==> config.mk <==
export PLATFORM = sky130hd
export DESIGN_NAME = prefetch_unit
export DESIGN_NICKNAME = d
export VERILOG_FILES = /design/src/rtl/prefetch_pkg.sv /design/src/rtl/prefetch_unit_fifo.sv /design/src/rtl/prefetch_unit.sv
export SDC_FILE = /design/constraint.sdc
export NUM_CORES = 1
export LEC_CHECK = 0
export ABC_AREA = 1
export CAP_MARGIN = 30
export CELL_PAD_IN_SITES_DETAIL_PLACEMENT = 0
export CELL_PAD_IN_SITES_GLOBAL_PLACEMENT = 2
export CORE_MARGIN = 2
export CORE_UTILIZATION = 38
export CTS_BUF_LIST = sky130_fd_sc_hd__clkbuf_2 sky130_fd_sc_hd__clkbuf_4 sky130_fd_sc_hd__clkbuf_8
export CTS_CLUSTER_SIZE = 10
export DETAILED_ROUTE_END_ITERATION = 16
export PLACE_DENSITY_LB_ADDON = 0.1
export SKIP_LAST_GASP = 1
export SLEW_MARGIN = 5
export SYNTH_ARGS = -nofsm -noshare
export SYNTH_HDL_FRONTEND = slang
export SYNTH_SLANG_ARGS = --single-unit
==> constraint.sdc <==
create_clock -name clk -period 4.63 [get_ports clk]
set_clock_uncertainty 0.2 [all_clocks]
set_input_delay 0.463 -clock clk [delete_from_list [all_inputs] [get_ports clk]]
set_output_delay 0.463 -clock clk [all_outputs]
set_load 0.01 [all_outputs]
==> src/rtl/prefetch_pkg.sv <==
// Shared types and constants for the instruction prefetch unit.
package prefetch_pkg;

    typedef enum logic [1:0] {
        ST_IDLE  = 2'd0,
        ST_REQ   = 2'd1,
        ST_DRAIN = 2'd2
    } state_e;

    localparam logic [31:0] RESET_PC_DEFAULT = 32'h0000_0000;
    localparam logic [3:0]  BUS_MASK_ALL     = 4'b1111;

endpackage

==> src/rtl/prefetch_unit_fifo.sv <==
// Small synchronous FIFO with flush; the head entry is read straight from the register array.
module sync_fifo #(
    parameter int WIDTH = 64,
    parameter int DEPTH = 4
) (
    input  logic                     clk,
    input  logic                     rst,
    input  logic                     push_i,
    input  logic                     pop_i,
    input  logic                     flush_i,
    input  logic [WIDTH-1:0]         din_i,
    output logic [WIDTH-1:0]         dout_o,
    output logic                     full_o,
    output logic                     empty_o,
    output logic [$clog2(DEPTH):0]   count_o
);
    localparam int AW = $clog2(DEPTH);
    localparam logic [AW-1:0] PTR_ONE  = 1;
    localparam logic [AW:0]   CNT_ONE  = 1;
    localparam logic [AW:0]   CNT_FULL = (AW+1)'(DEPTH);

    logic [WIDTH-1:0] mem_q [DEPTH];
    logic [AW-1:0]    wr_ptr_q, wr_ptr_d;
    logic [AW-1:0]    rd_ptr_q, rd_ptr_d;
    logic [AW:0]      count_q, count_d;
    logic             do_push, do_pop;

    always_comb begin
        do_pop   = pop_i && (count_q != '0);
        do_push  = push_i && ((count_q != CNT_FULL) || do_pop);
        wr_ptr_d = wr_ptr_q;
        rd_ptr_d = rd_ptr_q;
        count_d  = count_q;
        if (flush_i) begin
            wr_ptr_d = '0;
            rd_ptr_d = '0;
            count_d  = '0;
        end else begin
            if (do_push) wr_ptr_d = wr_ptr_q + PTR_ONE;
            if (do_pop)  rd_ptr_d = rd_ptr_q + PTR_ONE;
            if (do_push && !do_pop)      count_d = count_q + CNT_ONE;
            else if (do_pop && !do_push) count_d = count_q - CNT_ONE;
        end
    end

    always_ff @(posedge clk or posedge rst) begin
        if (rst) begin
            wr_ptr_q <= '0;
            rd_ptr_q <= '0;
            count_q  <= '0;
        end else begin
            wr_ptr_q <= wr_ptr_d;
            rd_ptr_q <= rd_ptr_d;
            count_q  <= count_d;
        end
    end

    // Payload storage carries no reset; contents are qualified by count.
    always_ff @(posedge clk) begin
        if (do_push && !flush_i) mem_q[wr_ptr_q] <= din_i;
    end

    assign dout_o  = mem_q[rd_ptr_q];
    assign full_o  = (count_q == CNT_FULL);
    assign empty_o = (count_q == '0);
    assign count_o = count_q;

endmodule

==> src/rtl/prefetch_unit.sv <==
// Instruction prefetcher: one outstanding bus read at a time feeding a small instruction queue.
module prefetch_unit
    import prefetch_pkg::*;
#(
    parameter int          DEPTH    = 4,
    parameter logic [31:0] RESET_PC = RESET_PC_DEFAULT
) (
    input  logic        clk,
    input  logic        reset_i,
    output logic        sel_o,
    output logic [31:0] addr_o,
    output logic        we_o,
    output logic [3:0]  wr_mask_o,
    input  logic [31:0] data_in_i,
    input  logic        ack_i,
    output logic        instr_valid_o,
    output logic [31:0] instr_o,
    output logic [31:0] instr_pc_o,
    input  logic        instr_ready_i,
    input  logic        redirect_i,
    input  logic [31:0] redirect_pc_i
);
    localparam int CW = $clog2(DEPTH) + 1;
    localparam logic [CW-1:0] CNT_DEPTH = CW'(DEPTH);

    state_e      state_q, state_d;
    logic [31:0] fetch_pc_q, fetch_pc_d;
    logic        sel_q, sel_d;
    logic [31:0] addr_q, addr_d;

    logic          fifo_push, fifo_pop, fifo_flush;
    logic [63:0]   fifo_din, fifo_dout;
    logic          fifo_full, fifo_empty;
    logic [CW-1:0] fifo_count;
    logic [31:0]   redirect_pc_aligned;
    logic          can_issue;

    assign redirect_pc_aligned = {redirect_pc_i[31:2], 2'b00};
    assign can_issue           = (fifo_count < CNT_DEPTH);
    assign fifo_din            = {addr_q, data_in_i};

    always_comb begin
        state_d    = state_q;
        fetch_pc_d = fetch_pc_q;
        sel_d      = sel_q;
        addr_d     = addr_q;
        fifo_push  = 1'b0;
        fifo_flush = 1'b0;
        case (state_q)
            ST_IDLE: begin
                if (redirect_i) begin
                    fifo_flush = 1'b1;
                    fetch_pc_d = redirect_pc_aligned;
                end else if (can_issue) begin
                    sel_d   = 1'b1;
                    addr_d  = fetch_pc_q;
                    state_d = ST_REQ;
                end
            end
            ST_REQ: begin
                if (redirect_i) begin
                    // A redirect makes the in-flight word stale; drop it when it lands.
                    fifo_flush = 1'b1;
                    fetch_pc_d = redirect_pc_aligned;
                    if (ack_i) begin
                        sel_d   = 1'b0;
                        state_d = ST_IDLE;
                    end else begin
                        state_d = ST_DRAIN;
                    end
                end else if (ack_i) begin
                    fifo_push  = !fifo_full;
                    fetch_pc_d = fetch_pc_q + 32'd4;
                    sel_d      = 1'b0;
                    state_d    = ST_IDLE;
                end
            end
            ST_DRAIN: begin
                if (redirect_i) fetch_pc_d = redirect_pc_aligned;
                if (ack_i) begin
                    sel_d   = 1'b0;
                    state_d = ST_IDLE;
                end
            end
            default: begin
                sel_d   = 1'b0;
                state_d = ST_IDLE;
            end
        endcase
    end

    assign fifo_pop = !fifo_empty && instr_ready_i && !redirect_i;

    always_ff @(posedge clk or posedge reset_i) begin
        if (reset_i) begin
            state_q    <= ST_IDLE;
            fetch_pc_q <= RESET_PC;
            sel_q      <= 1'b0;
            addr_q     <= '0;
        end else begin
            state_q    <= state_d;
            fetch_pc_q <= fetch_pc_d;
            sel_q      <= sel_d;
            addr_q     <= addr_d;
        end
    end

    sync_fifo #(
        .WIDTH (64),
        .DEPTH (DEPTH)
    ) u_queue (
        .clk     (clk),
        .rst     (reset_i),
        .push_i  (fifo_push),
        .pop_i   (fifo_pop),
        .flush_i (fifo_flush),
        .din_i   (fifo_din),
        .dout_o  (fifo_dout),
        .full_o  (fifo_full),
        .empty_o (fifo_empty),
        .count_o (fifo_count)
    );

    assign sel_o         = sel_q;
    assign addr_o        = addr_q;
    assign we_o          = 1'b0;
    assign wr_mask_o     = BUS_MASK_ALL;
    assign instr_valid_o = !fifo_empty;
    assign instr_pc_o    = fifo_dout[63:32];
    assign instr_o       = fifo_dout[31:0];

endmodule

Figure 1. Close-up of the layout (run 1).
Region (28, 123) to (68, 163) microns. Cells in gray, sequential cells in the stronger gray; small squares are vias.
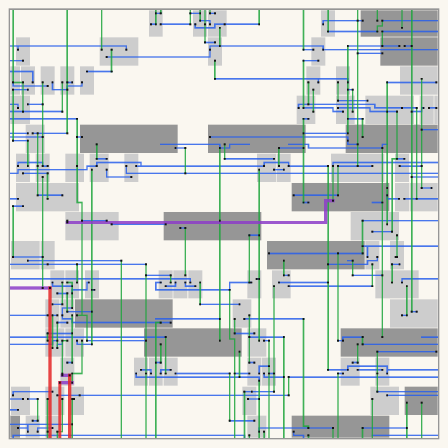
Key: purple = met3; green = met2; red = met4; blue = met1
Netlist names of flops here include `addr_o` (4), `fetch_pc_q` (4), `u_queue.wr_ptr_q` (2). Most frequent: nand2_1 (29), dfrtp_1 (10). Sequential cells in the window: 11. 82 logic cells have their middle in the window.

Figure 2. Wiring by layer (run 1).
Two of the layers only.
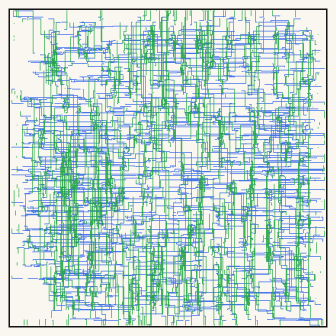
Key: green = met2 [wire length 15800 microns]; blue = met1 [wire length 15100 microns]

==> notes.md, run 1 <==
Figures from the flow reports.

Synthesis:
- The run gives the xor and xnor area share after synthesis as 0.2643%.
- The run puts the cell count after synthesis at 1197.
- The run gives the count of cell types in the netlist as 30.
- The run gives the area share of fa/ha/maj cells after synthesis as 1.095%.
- The run gives the share of flip-flops with an asynchronous set or reset after synthesis as 22.01%.
- Yosys instantiated no cell more often than sky130_fd_sc_hd__edfxtp_1.
- The run gives the per-instance average area after synthesis as 11.07 sq um.
- The run gives the synthesized area as 13260 sq um.
- The run gives the count of flip-flops with a built-in enable after synthesis as 248.
- The run puts the register bit total from synthesis at 318.
- The synthesis run shows the most used standard cells to be sky130_fd_sc_hd__edfxtp_1 (248), sky130_fd_sc_hd__nor2_1 (214), sky130_fd_sc_hd__nand2_1 (192).
- The run puts the area of the synthesized netlist per yosys stat at 13260 sq um.

Detailed routing:
- The run gives the detailed route wirelength on metal3 as 1.502 mm.
- The routed design has 33.26 mm of wire.
- The run gives the wire length per cell as 17.81 microns.
- The run puts the total vias in the final route at 9176.
- The run puts the number of remaining DRC errors at 0.
- In the routed layout, each cell is associated on average with a via count of 4.912.
- The run puts the length of the first detailed-routing pass in iterations at 5.

Layout:
- There are 318 flip-flops and latches.
- More flip-flops sit in one register than any other, and that register is u_queue.mem_q.
- The run puts the net count of the finished layout at 1451.
- The run puts the signed area change from the synthesized netlist to the final layout at 24.12%.
- The run puts the layout inverter count without the clock tree at 60.

Setup path:
- The run puts the number of logic stages on the critical path including buffering at 4.
- The run gives the depth of the most critical reg-to-reg path as 9.
- The critical path contains buffers and inverters numbering 2 combined.
- The critical path ends at instr_pc_o[9].
- The worst-case reg-to-reg setup slack stands at 1.66 ns.
- The run gives the origin of the worst setup path as u_queue.rd_ptr_q[0].
- The run puts the delay of the slowest critical-path stage at 0.78 ns.
- The critical path is of the reg2out type.
- The startpoint identified for the worst register-to-register timing path is state_q[0].

Placement:
- The run puts the cell total after placement at 1767.
- The run puts the routability congestion estimate from global placement at 0.8271.

Timing:
- The run puts the worst-case setup margin in the final layout at 0.7370 ns.
- The run puts the final period utilization at 84.08%.
- For this run, the final setup violation count is recorded as 0.
- Across all checked pins, the minimum headroom to the slew limit is 38.72%.
- Setup repair after global routing left no endpoint under its margin.
- The run gives the number of max-slew violations in the final report as 0.
- The run puts the setup total negative slack at 0 ns.

Power and ir drop:
- The run gives the final total power as 10270 uW.
- Of the total power, registers draw 40.5%.
- The run puts the power of the clock network at 2540 uW.
- The run puts the internal cell power at 6592 uW.
- The run puts the switching power as a share of total power at 35.81%.
- The script extracted a net switching power of 3678 uW.

Flow run:
- The run gives the max capacitance violation total as 0.

Global routing:
- The run puts the number of antenna violations at the first check in global routing at 0.
- The run gives the pin count of the biggest net entering global routing as 95.

Clock tree:
- The run puts the clock slew at the register clock pins of the worst setup and hold paths at 0.06 ns.
- The run puts the worst-case clock buffer depth at 3.
- The run gives the total clock sinks as 318.
- The run puts the number of gates given a new drive strength after cts at 0.
- In this run the clock root is driven by a sky130_fd_sc_hd__clkbuf_8.

Floorplan:
- The run gives the chip width as 190.8 microns.
- The run gives the number of top-level design ports as 172.

Hold path:
- Checking hold timing, the worst path is listed with class reg2reg.

Status:
- The flow ran to the end, and the final reports show no timing, DRC or antenna violations.
Figure 3. Register map, names as in the netlist (run 1).
The bar under the picture is 50 microns long. Other sequential cells in the stronger gray, the rest of the logic in the fainter gray.
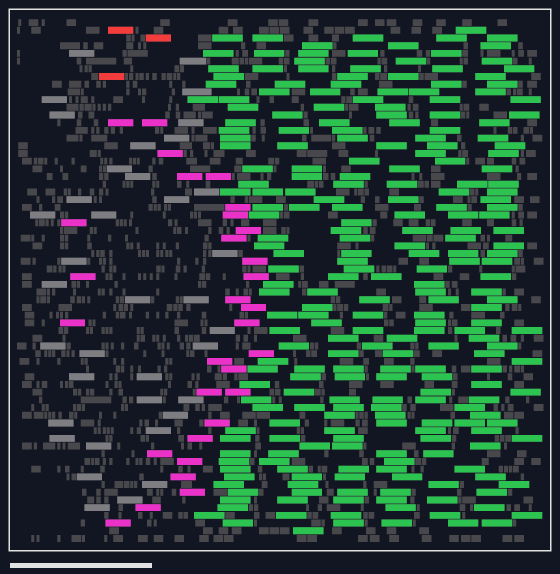
Key: magenta = `addr_o` [placed flops 30]; red = `u_queue.count_o` [placed flops 3]; green = `u_queue.mem_q` [placed flops 248]
Another 37 sequential cells are not colored.

Figure 4. Nets reached from selected ports (run 1).
The bar under the picture is 50 microns long.
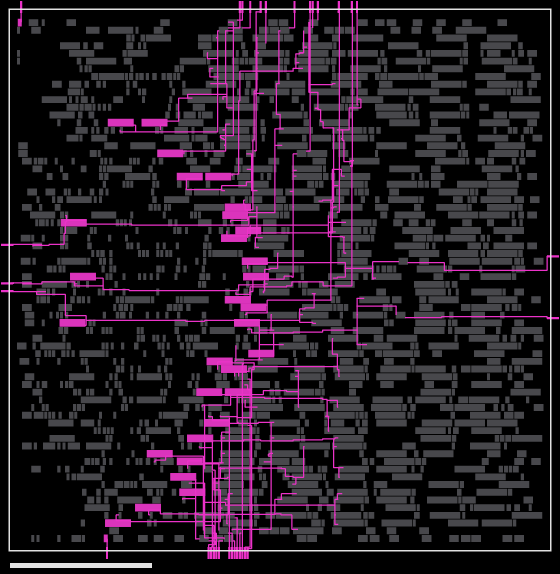

==> run 2: changes to the inputs <==
- CORE_UTILIZATION: 38 -> 34
- clock period: 4.63 -> 3.46 ns (I/O delays scaled with it)
Figure 5. Nets reached from selected ports (run 2).
The bar under the picture is 50 microns long.
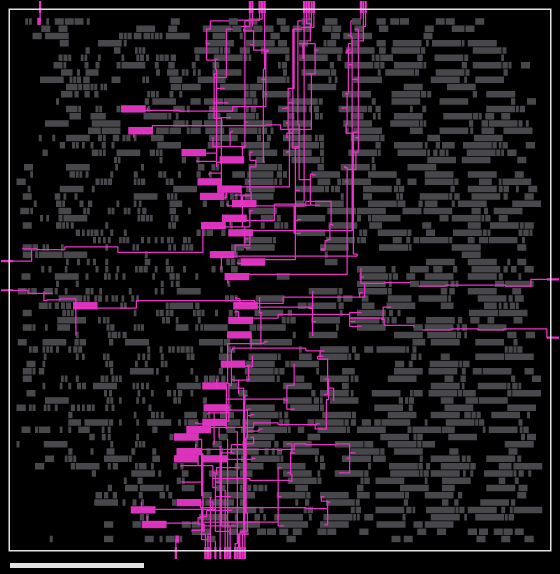
Key: magenta = `addr_o` [bits 32, direction output, end cells 32, wire 3470 microns]

Figure 6. Register map, names as in the netlist (run 2).
The bar under the picture is 50 microns long. Other sequential cells in the stronger gray, the rest of the logic in the fainter gray.
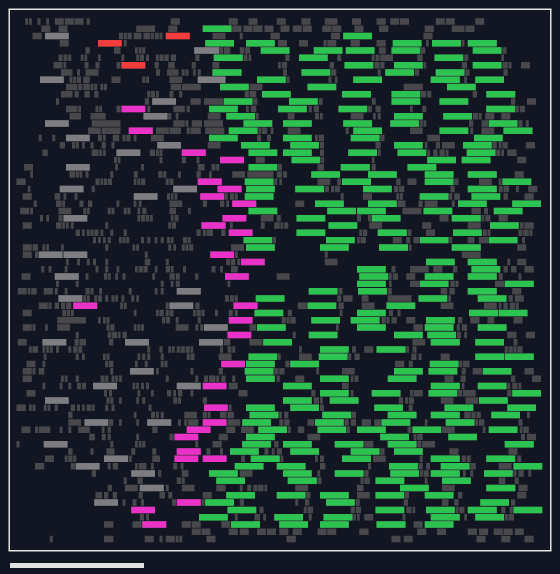
Key: red = `u_queue.count_o` [placed flops 3]; green = `u_queue.mem_q` [placed flops 248]; magenta = `addr_o` [placed flops 30]
Another 37 sequential cells are not colored.

==> run 2 against run 1 <==
Net effect: routed wire length is 9.4% higher; count of clock-buffer cells in the layout is 7 higher; hold slack worse by 0.13 ns; power is 37% higher; critical path type unchanged; largest power group unchanged.
==> notes.md, run 2 <==
Figures from the flow reports.

Setup path:
- The run gives the startpoint type of the worst setup path as a register.
- For this run, the slowest stage of the critical path takes 0.60 ns.
- The critical path is of the reg2out type.
- The critical path starts at u_queue.rd_ptr_q[1].
- The run puts the number of logic stages on the critical path including buffering at 4.
- The timing report notes that buffer and inverter cells on the critical path total 2.
- Per STA, the endpoint of the critical path is instr_pc_o[25].
- The run gives the family with the most delay on the worst path as buffers and inverters.
- Per the timing report, the most critical flop-to-flop path finishes at fetch_pc_q[26].
- Per the timing report, the most critical flop-to-flop path originates at fetch_pc_q[2].
- The run puts the worst endpoint data arrival time at 2.72 ns.
- The run gives the internal reg-to-reg setup slack as 0.99 ns.
- The run puts the depth of the most critical reg-to-reg path at 10.

Hold path:
- The run puts the cell count of the worst hold path at 3.
- The run gives the class of the most critical hold timing path as in2reg.
- STA shows the worst min-delay path finishing at fetch_pc_q[3].

Timing:
- The run gives the setup total negative slack as 0 ns.
- The run gives the shortest clock period the worst path allows after layout as 3.269 ns.
- The run puts the setup-violating endpoint count in the final report at 0.
- The run puts the worst-case setup margin in the final layout at 0.1914 ns.
- The run gives the headroom to the max-slew limit as 43.28%.
- The run puts the number of max-slew violations in the final report at 0.
- The worst path uses 94.47% of the clock period.
- The run gives the number of failing hold endpoints at the final stage as 0.
- Setup repair after global routing left no endpoint under its margin.

Global routing:
- The run puts the number of antenna violations at the first check in global routing at 0.
- The run gives the pin count of the biggest net entering global routing as 104.
- The first global-routing pass estimated 54.08 mm of wire.
- The run gives the met1 layer usage reported by global route as 23.42%.

Synthesis:
- The synthesis stats list as the most numerous cell sky130_fd_sc_hd__edfxtp_1.
- The run puts the synthesized area at 13260 sq um.
- The run puts the share of synthesized cell area in and, or, nand and nor gates at 14.09%.
- The cell-mix breakdown from Yosys lists the adder-cell area share as 1.095%.
- The run gives the register bit total from synthesis as 318.
- The share of synthesized area in the top cell type comes to 56.18%.
- By area, the combinational part of the netlist is dominated by simple AND/OR/NAND/NOR gates.
- The run gives the count of cell types in the netlist as 30.
- The run gives the per-instance average area after synthesis as 11.07 sq um.
- The run gives the count of flip-flops with a built-in enable after synthesis as 248.
- The biggest area contributor in the post-synthesis netlist is sky130_fd_sc_hd__edfxtp_1.
- The commonest cells after synthesis are sky130_fd_sc_hd__edfxtp_1 (248), sky130_fd_sc_hd__nor2_1 (214), sky130_fd_sc_hd__nand2_1 (192).
- The run gives the xor and xnor area share after synthesis as 0.2643%.
- The run puts the area of the synthesized netlist per yosys stat at 13260 sq um.
- The run puts the cell count after synthesis at 1197.
- The synth_stat.txt file lists the number of cells as 1197.
- The run puts the share of flip-flops with an asynchronous set or reset after synthesis at 22.01%.

Power and ir drop:
- The run gives the fraction of power consumed by sequential logic as 39.5%.
- The run puts the static leakage at 0.006079 uW.
- Total power normalized to cell area comes to 844.0 nW/um^2.
- The net switching power in the latest report is 5118 uW.
- Clock network power for this build is 3430 uW.
- Switching power as a fraction of the total was reported as 36.33%.
- The run gives the internal cell power as 8971 uW.
- The run gives the top power consumer group as sequential cells.
- The run puts the final total power at 14090 uW.

Clock tree:
- The run gives the latest clock arrival within the worst-skew pair as 0.62 ns.
- The run puts the clock slew at the register clock pins of the worst setup and hold paths at 0.06 ns.
- The run gives the number of gates given a new drive strength after cts as 1.
- The run puts the worst-case clock buffer depth at 3.
- The tree built by TritonCTS fans out to 318 sinks.
- The run gives the root cell of the clock tree as sky130_fd_sc_hd__clkbuf_8.

Detailed routing:
- The run puts the detailed route wirelength on metal3 at 1.369 mm.
- The run gives the total length of routed wires as 36.38 mm.
- In the final routing, the length of wire on met1 measures 16.71 mm.
- The script logs the mean routed wire length per placed instance as 18.73 microns.
- The run puts the length of the first detailed-routing pass in iterations at 5.
- The routed layout reports a DRC error count of 0.
- Per the detail_route log, met2 wirelength is 17.60 mm.
- The routed layout has 9212 vias.
- The run puts the number of vias per cell at 4.744.

Placement:
- Once detailed placement completed, the half-perimeter wirelength came to 21.87 mm.
- The run puts the cell total after placement at 1839.
- The run puts the routability congestion estimate from global placement at 0.7978.

Flow run:
- The run gives the max capacitance violation total as 0.

Floorplan:
- The floorplan step set the die width to 201.5 microns.
- The run gives the floorplan utilization as 34.38%.
- The run gives the vertical die size as 201.5 microns.
- The run gives the die area as 40580 sq um.
- The run puts the number of top-level design ports at 172.

Layout:
- The run puts the layout inverter count without the clock tree at 60.
- The run puts the area of the multi-input gates at 3565 sq um.
- Once layout is complete, the utilization of the core stands at 43.30%.
- Leaving out fill and tap cells, the most frequent cell in the layout is sky130_fd_sc_hd__edfxtp_1.
- There are 318 flip-flops and latches.
- The run gives the signed area change from the synthesized netlist to the final layout as 25.94%.
- The run puts the net count of the finished layout at 1460.
- The run gives the number of flip-flops in the largest register as 248.
- The run gives the register containing the most flip-flops in the final layout as u_queue.mem_q.

Status:
- The run finished with clean final reports.
Power and IR drop assume default switching activity.
